Figure 1. M1 wires.
Scale bar: 50 um.
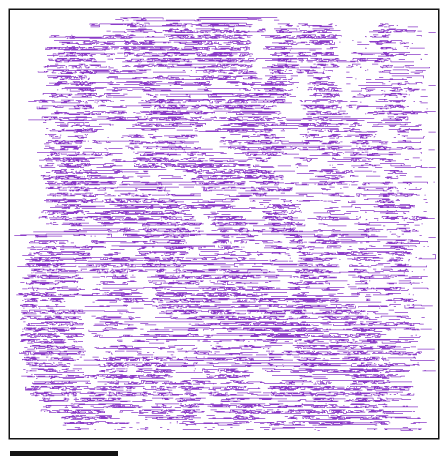
Figure 2. M2 wires.
Scale bar: 50 um. Cells faint in the background.
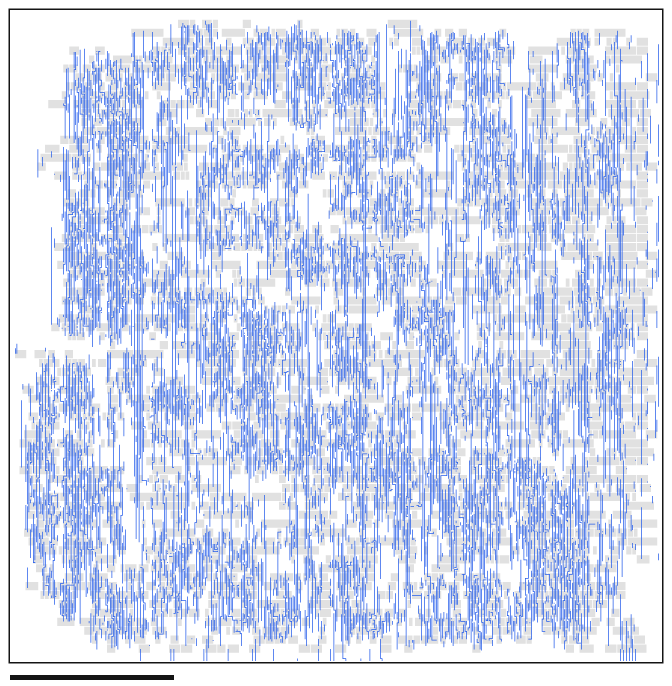
Design decimal_hex_display_flat, sky130hd; sources not shown.
==> job_summary.md <==
### Metrics collected by this job

| Metric | Value |
|---|---|
| Outcome | `complete, no violations` |
| # setup viols final | `0` |
| Clock Sinks | `130` |
| Flop2flop setup slack | `4.35 ns` |
| Floorplan core density | `52.1%` |
| Core Area | `0.0378 mm2` |
| Syn Nets | `2825` |
| Die Width | `199 um` |
| Most common cell on crit path | `buf_4` |
| # Cells Yosys | `2752` |
| Cell Type Count | `145` |
| Design area | `0.0224 mm2` |
| WL/cell | `19.1 um` |
| Final hold vios | `0` |
| Port bufs | `77` |
| Clock transition at path regs | `0.06 ns` |
| Largest net degree at the start of global routing | `84` |
| Flops & latches, synth | `130` |
| Biggest cell delay along the critical path | `0.57 ns` |
| Root Driver | `clkbuf_16` |
| Total grt overflow | `0` |
| Top cell excl fill/tap | `nand2_1` |
| Yosys synthesis chip area | `0.0197 mm2` |
| Worst-Margin Slew | `1.05 ns` |
| Iteration count of the initial detailed-routing pass | `6` |
| # DRC | `0` |
-- Figure 1 (at the start) --
main direction: horizontal
nets with wire on the layer: 2670
share of all routed wire: 45%
wire length on this layer: 28.5 mm
Vias: 22278
GR met1 Demand/Resource: 42.5%
Post-Route WL: 63300 um

-- Figure 2 (at the start) --
main direction: vertical
wire length on this layer: 29.1 mm
share of all routed wire: 46%
M2 GR Usage: 51.4%

-- synthesized netlist by cell type, types with 40 or more instances --
| library cell | number | share of area (%) |
|---|---|---|
| and2_1 | 43 | 1.4 |
| inv_1 | 74 | 1.4 |
| a21oi_1 | 156 | 4.0 |
| nor2_1 | 208 | 4.0 |
| xnor2_1 | 55 | 2.4 |
| nand2_1 | 386 | 7.3 |
| o31ai_1 | 46 | 1.8 |
| a31oi_1 | 40 | 1.3 |
| o211ai_1 | 56 | 2.1 |
| dfrtp_1 | 87 | 11 |
| nand3_1 | 98 | 2.5 |
| dfstp_2 | 43 | 5.7 |
| clkbuf_1 | 146 | 2.8 |
| a211oi_1 | 50 | 1.9 |
| o21ai_0 | 149 | 3.8 |
| mux2i_1 | 47 | 2.4 |
| a21o_1 | 40 | 1.5 |
| nor3_1 | 100 | 2.5 |
-- layer usage --
| layer | vias to the layer above | track usage, % | part of all wire (%) |
|---|---|---|---|
| li1 | 10619 | - | - |
| met1 | 10561 | 42.5 | 45 |
| met2 | 971 | 51.4 | 46 |
| met3 | 123 | 3.63 | 6.4 |
| met4 | 4 | 9.66 | 2.6 |
| met5 | - | 0 | 0.049 |
-- critical path: cells and delay by family --
family / cells / cell delay [ns]
AOI/OAI and AO/OA: 29 / 6.38
and+or+nand+nor: 13 / 3.41
buffers and inverters: 10 / 1.94
muxes: 2 / 0.51
adders and majority gates: 1 / 0.25
-- layout make-up --
cell class,instances,area share (%)
clock buffers,19,1.97
clock inverters,13,0.463
inverters,85,1.44
multi-input cells,2328,69.7
flip-flops and latches,130,14.7
well taps,511,2.85
repair buffers,232,8.85
-- stage by stage --
step / setup TNS, ns / util (%)
2_1_floorplan: 0 / -
3_3_place_gp: -0.244 / 56.3
3_5_place_dp: -0.350 / 56.3
4_1_cts: 0 / 57.7
5_1_grt: -0.0259 / 59.3
6_report: 0 / 59.3
-- what timing repair did --
action | in CTS | in global routing
buffers inserted | 0 | 17
endpoints found under the setup margin | 0 | 6
resized | 0 | 86
-- logic make-up (layout without fill, tap and decap cells) --
logic type / after synthesis / after routing / share of synthesized area, %
buffers and inverters: 294 / 349 / 6.26
adders and majority gates: 44 / 44 / 2.73
muxes: 77 / 77 / 4.31
and+or+nand+nor: 1104 / 1104 / 27.4
DFF: 130 / 130 / 16.8
AOI/OAI and AO/OA: 1012 / 1012 / 38.4
xor gates and xnor gates: 91 / 91 / 4.08
